<file path="src/rtl/intp_pkg.sv">
// intp_pkg: shared types and constants for the interrupt controller
package intp_pkg;
  typedef enum logic [1:0] {S_IDLE = 2'd0, S_REQ = 2'd1, S_SERV = 2'd2} state_t;
  localparam logic [1:0] A_ENABLE  = 2'd0;
  localparam logic [1:0] A_PENDING = 2'd1;
  localparam logic [1:0] A_MODE    = 2'd2;
  localparam logic [1:0] A_STATUS  = 2'd3;
  localparam logic [2:0] ID_FORCED = 3'd4;
  function automatic logic [2:0] pick(input logic [4:0] e);
    logic [2:0] r;
    r = ID_FORCED;
    if (!e[4])
      for (int i = 3; i >= 0; i--)
        if (e[i]) r = 3'(i);
    return r;
  endfunction
endpackage

</file>
<file path="src/rtl/intp_sync.sv">
// intp_sync: 2-flop synchronizer, history flop and registered rising-edge pulse
module intp_sync
  import intp_pkg::*;
(
  input  logic clk,
  input  logic rst,
  input  logic d,
  output logic lvl,
  output logic rise
);
  logic s1, s2, h;
  logic [1:0] age;
  assign lvl = h;
  // age gates the edge pulse until the chain holds post-reset samples only
  always_ff @(posedge clk or posedge rst) begin
    if (rst) begin
      s1 <= 1'b0;
      s2 <= 1'b0;
      h <= 1'b0;
      age <= 2'd0;
      rise <= 1'b0;
    end else begin
      s1 <= d;
      s2 <= s1;
      h <= s2;
      age <= age + {1'b0, ~&age};
      rise <= &age & s2 & ~h;
    end
  end
endmodule

</file>
<file path="src/rtl/intp_ctrl.sv">
// intp_ctrl: prioritised interrupt controller with edge/level sources and a forced source
module intp_ctrl
  import intp_pkg::*;
#(
  parameter int DW = 16,
  parameter int NEXT = 4
) (
  input  logic            clk,
  input  logic            rst,
  input  logic [NEXT-1:0] intp_ext,
  input  logic            intp_s,
  input  logic            reg_we,
  input  logic [1:0]      reg_addr,
  input  logic [DW-1:0]   reg_wdata,
  output logic [DW-1:0]   reg_rdata,
  input  logic            irq_ack,
  input  logic            irq_ret,
  output logic            irq_req,
  output logic [2:0]      irq_id
);
  logic [NEXT-1:0] lvl, rise, mode;
  logic [4:0] en, pend, pend_nx, elig, set, edge_m, lv, clr;
  logic s_h, armed;
  logic unused;
  state_t state;
  assign unused = ^reg_wdata[DW-1:5];
  for (genvar i = 0; i < NEXT; i++) begin : g_sync
    intp_sync u_sync (.clk(clk), .rst(rst), .d(intp_ext[i]), .lvl(lvl[i]), .rise(rise[i]));
  end
  // unused source slots behave as edge-mode bits that are never set, so they stay 0
  always_comb begin
    set = '0;
    edge_m = '1;
    lv = '0;
    set[NEXT-1:0] = rise;
    set[4] = intp_s & ~s_h & armed;
    edge_m[NEXT-1:0] = mode;
    lv[NEXT-1:0] = lvl;
    clr = ((reg_we && reg_addr == A_PENDING) ? reg_wdata[4:0] : 5'd0) |
          ((state == S_REQ && irq_ack) ? 5'd1 << irq_id : 5'd0);
    pend_nx = (edge_m & (set | (pend & ~clr))) | (~edge_m & lv);
    elig = pend & {1'b1, en[3:0] & {4{en[4]}}};
    reg_rdata = reg_addr == A_ENABLE  ? DW'(en) :
                reg_addr == A_PENDING ? DW'(pend) :
                reg_addr == A_MODE    ? DW'(mode) : DW'({state, irq_id});
  end
  always_ff @(posedge clk or posedge rst) begin
    if (rst) begin
      pend <= '0;
      en <= '0;
      mode <= '0;
      s_h <= 1'b0;
      armed <= 1'b0;
    end else begin
      pend <= pend_nx;
      s_h <= intp_s;
      armed <= 1'b1;
      if (reg_we && reg_addr == A_ENABLE) en <= reg_wdata[4:0];
      if (reg_we && reg_addr == A_MODE) mode <= reg_wdata[NEXT-1:0];
    end
  end
  always_ff @(posedge clk or posedge rst) begin
    if (rst) begin
      state <= S_IDLE;
      irq_req <= 1'b0;
      irq_id <= 3'd0;
    end else begin
      case (state)
        S_IDLE: if (|elig) begin
          state <= S_REQ;
          irq_req <= 1'b1;
          irq_id <= pick(elig);
        end
        S_REQ: if (irq_ack) begin
          state <= S_SERV;
          irq_req <= 1'b0;
        end
        S_SERV: if (irq_ret) state <= S_IDLE;
        default: state <= S_IDLE;
      endcase
    end
  end
endmodule

</file>
<file path="config.mk">
export PLATFORM = sky130hd
export DESIGN_NAME = intp_ctrl
export DESIGN_NICKNAME = d
export VERILOG_FILES = /design/src/rtl/intp_pkg.sv /design/src/rtl/intp_sync.sv /design/src/rtl/intp_ctrl.sv
export SDC_FILE = /design/constraint.sdc
export NUM_CORES = 1
export LEC_CHECK = 0
export CAP_MARGIN = 0
export CORE_MARGIN = 5
export CORE_UTILIZATION = 40
export CTS_BUF_LIST = sky130_fd_sc_hd__clkbuf_8
export CTS_CLUSTER_DIAMETER = 30
export DETAILED_ROUTE_END_ITERATION = 10
export PLACE_DENSITY_LB_ADDON = 0.25
export SETUP_SLACK_MARGIN = 0.5
export SYNTH_ARGS = -nofsm -noshare
export SYNTH_HDL_FRONTEND = slang
export SYNTH_SLANG_ARGS = --single-unit
</file>
<file path="constraint.sdc">
create_clock -name clk -period 2.2 [get_ports clk]
set_input_delay 0.66 -clock clk [delete_from_list [all_inputs] [get_ports clk]]
set_output_delay 0.66 -clock clk [all_outputs]
set_load 0.005 [all_outputs]
</file>
==> flow_summary.json, run 1 <==
{
  "mappedNetlistArea_sq_um": 1960,
  "wire_per_inst_um": 14.6,
  "grt-ovfl-total": 0,
  "reg.largest.list": "g_sync.u_sync.age: 8 flops, en: 5 flops, pend: 5 flops",
  "comb_share_pct": 28.9,
  "seqPwrFrac_pct": 44.4,
  "seq_share_pct": 46.4,
  "dpl_cell_area_sq_um": 2300,
  "core_area_sq_um": 4750,
  "seqCellArea_sq_um": 1150,
  "final_util_pct": 52.2,
  "fin_tns_setup_ns": 0,
  "hold_slack_ns": 0.354,
  "fp-row-count": 25,
  "yosys_area_sq_um": 1960,
  "fillCellCount": 431,
  "syn_to_final_growth_pct": 26.5,
  "n_antenna_cell": 0,
  "critPathLaunch": "reg_addr[0]",
  "path_max_fanout": 5,
  "inverters": 2,
  "most-common-layout-cells": "dfrtp_1 (45), clkdlybuf4s50_1 (14), nand2_1 (13)",
  "rsz0062_at_grt": "true",
  "buffers": 43,
  "nets": 218,
  "hold_end": "g_sync[0].u_sync.s2$_DFF_PP0_",
  "total_leakage_power_nw": 1.08,
  "dpl.cell_count": 242,
  "io_pins": 48,
  "timing.rr.start": "irq_id[0]$_DFFE_PP0P_",
  "flop-count": 46,
  "status": "finished, final reports clean",
  "synth_cell_types": 38,
  "mux_share_pct": 13.1,
  "wl_um": 3760,
  "power_switching_uw": 703,
  "worst_ep_required_time_ns": 1.54,
  "grt_pass1_wl_um": 6350,
  "fin_area_sq_um": 2480,
  "largest_class": "flip-flops and latches",
  "clk_path_buf_depth": 2,
  "layout-drive-gt1-share_pct": 30.9,
  "startpoint_type": "input pin",
  "yosys.area_share.simple_pct": 13.9,
  "ys_warn_count": 0,
  "synthCells": 145,
  "port_buffers": 25,
  "clk_latency_ns": 0.30,
  "cts-root-buf": "clkbuf_8",
  "slew_viol_final": 0,
  "p_sw_share_pct": 28.9,
  "combPwrFrac_pct": 29.9,
  "dr.pass1.iters": 4,
  "xor_share_pct": 0,
  "drtIter0Drc": 102,
  "hp-class": "reg2reg",
  "pg_clk_uw": 626,
  "dp_hpwl_um": 2710,
  "power-per-cell-area_nw_per_um2": 980,
  "power_mw": 2.43,
  "reg2reg_depth": 6,
  "setup_violations": 0,
  "largest_reg_flops": 8,
  "nonClkBufAreaFrac_pct": 16.3,
  "cts_hold_buf": 0,
  "period_minus_slack_ns": 2.15,
  "clock.fmax_ghz": 0.465,
  "cts.reportedPaths.clkPinSlew_ns": 0.08,
  "grt_pass1_vias": 1294,
  "worstPathArrival_ns": 1.49,
  "dpl_worst_slack_ns": -0.722,
  "top_area_cell": "dfrtp_1",
  "hold_viol_final": 0,
  "postCtsSetupBuffers": 8,
  "lay_top_count": "dfrtp_1",
  "fp.dieH_um": 80.1,
  "topCombFamilyByArea": "simple AND/OR/NAND/NOR gates",
  "r2r-end": "pend[2]$_DFF_PP0_",
  "postSynthSeqShare_pct": 58.6,
  "ys_sh_adder_pct": 0,
  "initial_core_util_pct": 41.3,
  "hold_path_depth": 0,
  "vias": 1233,
  "power.group.top": "registers",
  "enable_flop_cells": 0,
  "routabilityCongestion": 0.785,
  "p_int_mw": 1.73,
  "r2r_setup_slack_ns": 0.74,
  "topCellsByArea": "dfrtp_1 (59%), mux2_2 (5.7%), mux4_1 (5.4%)",
  "clkPwrFrac_pct": 25.7,
  "warnings": 40,
  "cts_tree": "yes",
  "worstSetupPathType": "in2out",
  "htree_levels": 2,
  "crit_end": "reg_rdata[3]",
  "die_area_sq_um": 6410,
  "antenna_found_initial": 0,
  "cap_violations": 0,
  "avgSynthCellArea_sq_um": 13.5,
  "yosys_most_used_dff": "dfrtp_1",
  "comb_cells": 92,
  "pg_seq_mw": 1.08,
  "avgViaCountPerCell": 4.78,
  "clkCellAreaFrac_pct": 4.58,
  "end_kind": "primary output",
  "ys.flops": 46,
  "irDropWorstVdd_uv": 459,
  "synth-compound-area-share_pct": 7.78,
  "cts-resized-gates": 46,
  "worstHoldStart": "g_sync[0].u_sync.s1$_DFF_PP0_",
  "final_cells": 258,
  "grt_max_degree": 47,
  "finalCritPeriodShare_pct": 97.8,
  "logic_area_sq_um": 717,
  "die_x_um": 80.1,
  "powerComb_uw": 729
}
[run 1: synth_stat cells, drive strengths merged (2+ instances only)]
cell type	count
o21ai	3
o32a	2
conb	2
and4b	4
dfrtp	46
nor2	4
nand2	13
nand3b	2
mux4	4
inv	2
nor3b	2
mux2	10
a22o	3
mux2i	4
buf	15
a21oi	4
nor4	2
nand2b	4
nand3	3
or2	4
[run 1: metal layers]
layer / global-route usage [%] / vias up / share of wire [%]
met4: 5.07 / 0 / 2.0
met1: 16.4 / 609 / 44
met3: 4.15 / 7 / 6.1
li1: - / 582 / -
met5: 0 / - / 0
met2: 21.0 / 35 / 48
[run 1: critical path: stages]
cell and delay, ns:
buf_6 0.07, buf_8 0.11, mux4_2 0.50, buf_2 0.14
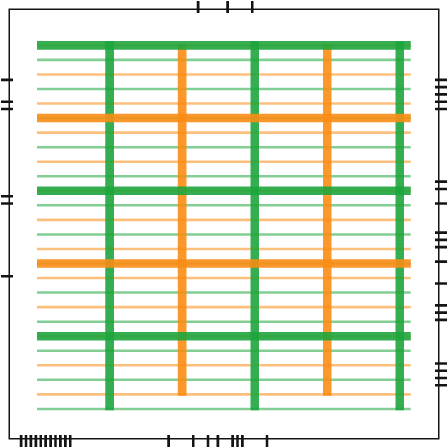
*Floorplan with the power grid, run 1*
Pins as bars on the die edge.
| net | color |
|---|---|
| VDD | orange |
| VSS | green |
rows: 25
met4 straps: 5

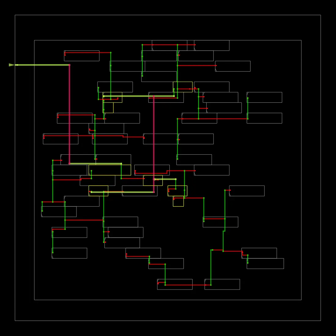
*The clock network, run 1*
Clock Sinks: 46
CTS Buf Count: 5
clk_skew: 0.0138 ns
CLK BUF: 5

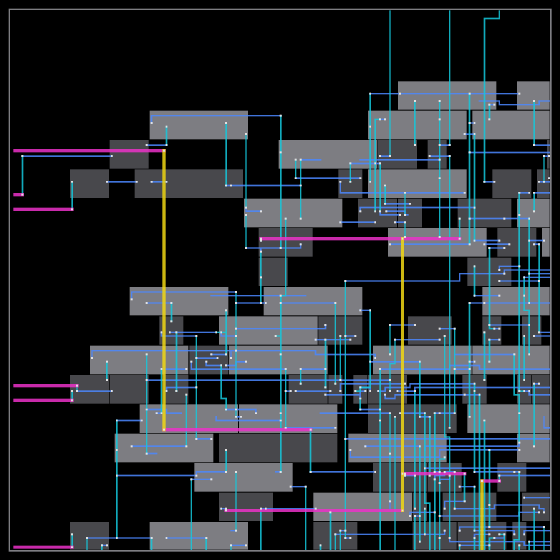
*Close-up of the layout, run 1*
Region (0, 30) to (50, 80) um. Cells in gray, sequential cells in the stronger gray; small squares are vias.
| layer | color |
|---|---|
| M4 | yellow |
| M1 | blue |
| M2 | cyan |
| M3 | magenta |
netlist names of flops here include: g_sync.u_sync.age (5), g_sync.u_sync.s1 (3), g_sync.u_sync.s2 (3)
cells with their middle in the window: 70
most frequent: dfrtp_1 (24), clkdlybuf4s50_1 (7)
sequential cells in the window: 24

### Gate families picked out, run 1

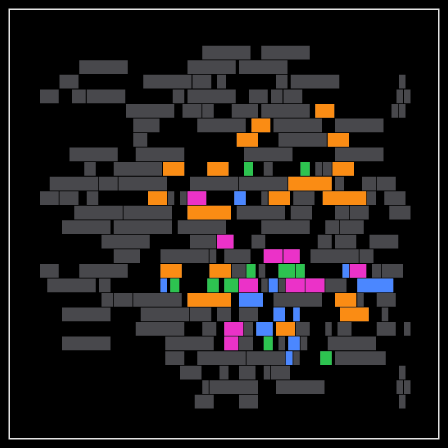

==> run 2, diff against run 1 <==
--- a/config.mk
+++ b/config.mk
@@ -11,7 +11,7 @@
 export CTS_BUF_LIST = sky130_fd_sc_hd__clkbuf_8
 export CTS_CLUSTER_DIAMETER = 30
 export DETAILED_ROUTE_END_ITERATION = 10
-export PLACE_DENSITY_LB_ADDON = 0.25
+export PLACE_DENSITY = 0.71
 export SETUP_SLACK_MARGIN = 0.5
 export SYNTH_ARGS = -nofsm -noshare
 export SYNTH_HDL_FRONTEND = slang
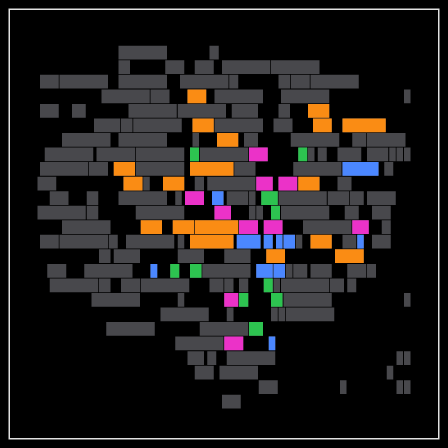
*Gate families picked out, run 2*
| family | color | cells |
|---|---|---|
| aoi and oai cells | green | 10 |
| non-inverting ao/oa cells | magenta | 10 |
| mux cells | orange | 18 |
| nor cells | blue | 11 |

==> run 2 against run 1 <==
Effect of this change:
- clock-buffer cell count unchanged
- highest routed layer unchanged
- die area unchanged
- combinational power decreased by 4.8%
- register-to-register slack got worse by 0.03 ns
- sequential power about the same
- fmax increased by 3.8%
- clock skew decreased by 0.0051 ns
- worst hold slack about the same
- first-iteration DRC count decreased by 2.0%
==> flow_summary.json, run 2 <==
{
  "synthCells": 145,
  "avgViaCountPerCell": 4.96,
  "power_switching_uw": 668,
  "antenna_left": 0,
  "cts_buffers": 5,
  "crit_end": "reg_rdata[3]",
  "worst-path-buf-inv": 2,
  "regMostFlops": "g_sync.u_sync.age",
  "cts_tree": "yes",
  "yosys.area_share.simple_pct": 13.9,
  "fillCellCount": 441,
  "wl_met3_um": 232,
  "synth_top_area_share_pct": 58.6,
  "fp-row-count": 25,
  "seqPwrFrac_pct": 48.3,
  "cp_top_family": "multiplexers",
  "irDropWorstVdd_uv": 499,
  "period_minus_slack_ns": 2.07,
  "synth-compound-area-share_pct": 7.78,
  "cp_num_cells": 3,
  "reg.largest.list": "g_sync.u_sync.age: 8 flops, en: 5 flops, pend: 5 flops",
  "path_max_fanout": 4,
  "startpoint_type": "input pin",
  "end_kind": "primary output",
  "hold_slack_ns": 0.355,
  "cts-resized-gates": 51,
  "ys.flops": 46,
  "status": "finished, final reports clean",
  "topCellsByArea": "dfrtp_1 (59%), mux2_2 (5.7%), mux4_1 (5.4%)",
  "crit_path_max_incr_delay_ns": 0.51,
  "dp_hpwl_um": 2790,
  "critPathSlowestCell": "mux4_2",
  "async_reset_ff_share_pct": 100,
  "dr.pass1.iters": 4,
  "fin_area_sq_um": 2410,
  "finalCritPeriodShare_pct": 94.1,
  "worstHoldStart": "g_sync[1].u_sync.s1$_DFF_PP0_",
  "final_cells": 253,
  "postSynthSeqShare_pct": 58.6,
  "die_area_sq_um": 6410,
  "wire_per_inst_um": 14.7,
  "top_area_cell": "dfrtp_1",
  "routabilityCongestion": 0.810,
  "clk_path_buf_depth": 2,
  "dpl_cell_area_sq_um": 2290,
  "layout-drive-gt1-share_pct": 29.0,
  "hold_end": "g_sync[1].u_sync.s2$_DFF_PP0_",
  "path_cells": "buf_8 -> mux4_2 -> buf_2",
  "critPathLaunch": "reg_addr[0]",
  "drtIter0Drc": 100,
  "routed.top_layer": "met4",
  "mappedNetlistArea_sq_um": 1960,
  "die_x_um": 80.1,
  "p_int_mw": 1.58,
  "clock.fmax_ghz": 0.483,
  "total_leakage_power_nw": 1.05,
  "ys_cells": 145,
  "worstPathArrival_ns": 1.41,
  "most-common-layout-cells": "dfrtp_1 (46), clkdlybuf4s50_1 (14), nand2_1 (13)",
  "final_util_pct": 50.6,
  "postCtsSetupBuffers": 6,
  "fin_tns_setup_ns": 0,
  "top_usage_layer": "met2",
  "port_buffers": 25,
  "largest_reg_flops": 8,
  "most_common_cell": "dfrtp_1",
  "enable_flop_cells": 0,
  "rsz0062_at_grt": "true",
  "ys_warn_count": 0,
  "hold_viol_final": 0,
  "ys_top_cells_by_count": "dfrtp_1 (46), buf_4 (13), nand2_1 (13)",
  "grt-ovfl-total": 0,
  "mux_share_pct": 13.1,
  "wl_met2_um": 1810,
  "yosys_area_sq_um": 1960,
  "avgSynthCellArea_sq_um": 13.5,
  "yosys_most_used_dff": "dfrtp_1",
  "timing.rr.start": "irq_id[2]$_DFFE_PP0P_",
  "synth_cell_types": 38,
  "cts.reportedPaths.clkPinSlew_ns": 0.07,
  "n_antenna_cell": 0,
  "grt_pass1_vias": 1316,
  "clkPwrFrac_pct": 20.8,
  "warnings": 40,
  "io_pins": 48,
  "worst_ep_required_time_ns": 1.54,
  "seqCellArea_sq_um": 1150,
  "power_mw": 2.25,
  "r2r-end": "pend[2]$_DFF_PP0_",
  "antenna_found_initial": 0,
  "reg2reg_depth": 6,
  "combPwrFrac_pct": 30.9,
  "ys_sh_adder_pct": 0,
  "wl_met1_um": 1620,
  "use_met2_pct": 20.8,
  "hold_path_depth": 0,
  "nets": 214,
  "topCombFamilyByArea": "simple AND/OR/NAND/NOR gates",
  "grt_pass1_wl_um": 6200,
  "drc": 0,
  "worstSetupPathType": "in2out",
  "xor_share_pct": 0,
  "grt_max_degree": 29,
  "initial_core_util_pct": 41.3,
  "lay_top_count": "dfrtp_1",
  "core_area_sq_um": 4750,
  "r2r_setup_slack_ns": 0.71,
  "hp-class": "reg2reg",
  "grt.total_usage_pct": 12.8,
  "slew_viol_final": 0,
  "vias": 1256,
  "cts_hold_buf": 0,
  "cap_violations": 0,
  "htree_levels": 2,
  "wl_um": 3720,
  "use_met3_pct": 4.26,
  "syn_to_final_growth_pct": 22.6,
  "logic_area_sq_um": 717,
  "fp.dieH_um": 80.1,
  "dpl.cell_count": 240,
  "cts_sinks": 46,
  "cts-root-buf": "clkbuf_8",
  "setup_violations": 0,
  "dpl_worst_slack_ns": -0.781,
  "power-per-cell-area_nw_per_um2": 934,
  "grt_util_met1_pct": 15.6,
  "final.setup.worst_slack_ns": 0.129,
  "p_sw_share_pct": 29.7
}
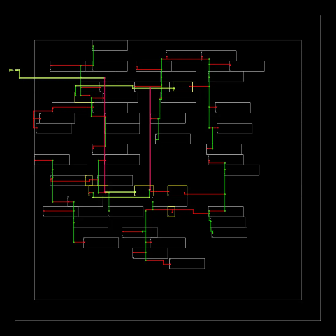
*The clock network, run 2*
clock latency on the worst-skew pair: 0.29 ns
clock network power: 468 uW
FF+latch count: 46
clk_skew: 0.00870 ns

run 2: final cells by class:
type / count / area share (%)
timing repair buffer: 39 / 15.2
clock inverter: 2 / 0.416
multi-input combinational: 92 / 29.8
tap: 67 / 3.48
sequential: 46 / 47.8
inverter: 2 / 0.468
clock buffer: 5 / 2.86
run 2: power by group through the flow:
stage / Combinational (mW) / Sequential, mW / Clock, mW
6_report: 0.694 / 1.09 / 0.468
3_5_place_dp: 0.682 / 1.10 / 0
4_1_cts: 0.697 / 1.08 / 0.486
5_1_grt: 0.753 / 1.10 / 0.522
2_1_floorplan: 0.407 / 1.09 / 0
3_3_place_gp: 0.663 / 1.09 / 0
run 2: worst register-to-register path: cells and delay by family, from the launching register on:
kind            cells  cell delay (ns)
flops               1             0.42
buf+inv             2             0.27
simple gates        2             0.43
compound gates      2             0.25
No activity file was given, so power comes from the tool's default toggle rates.
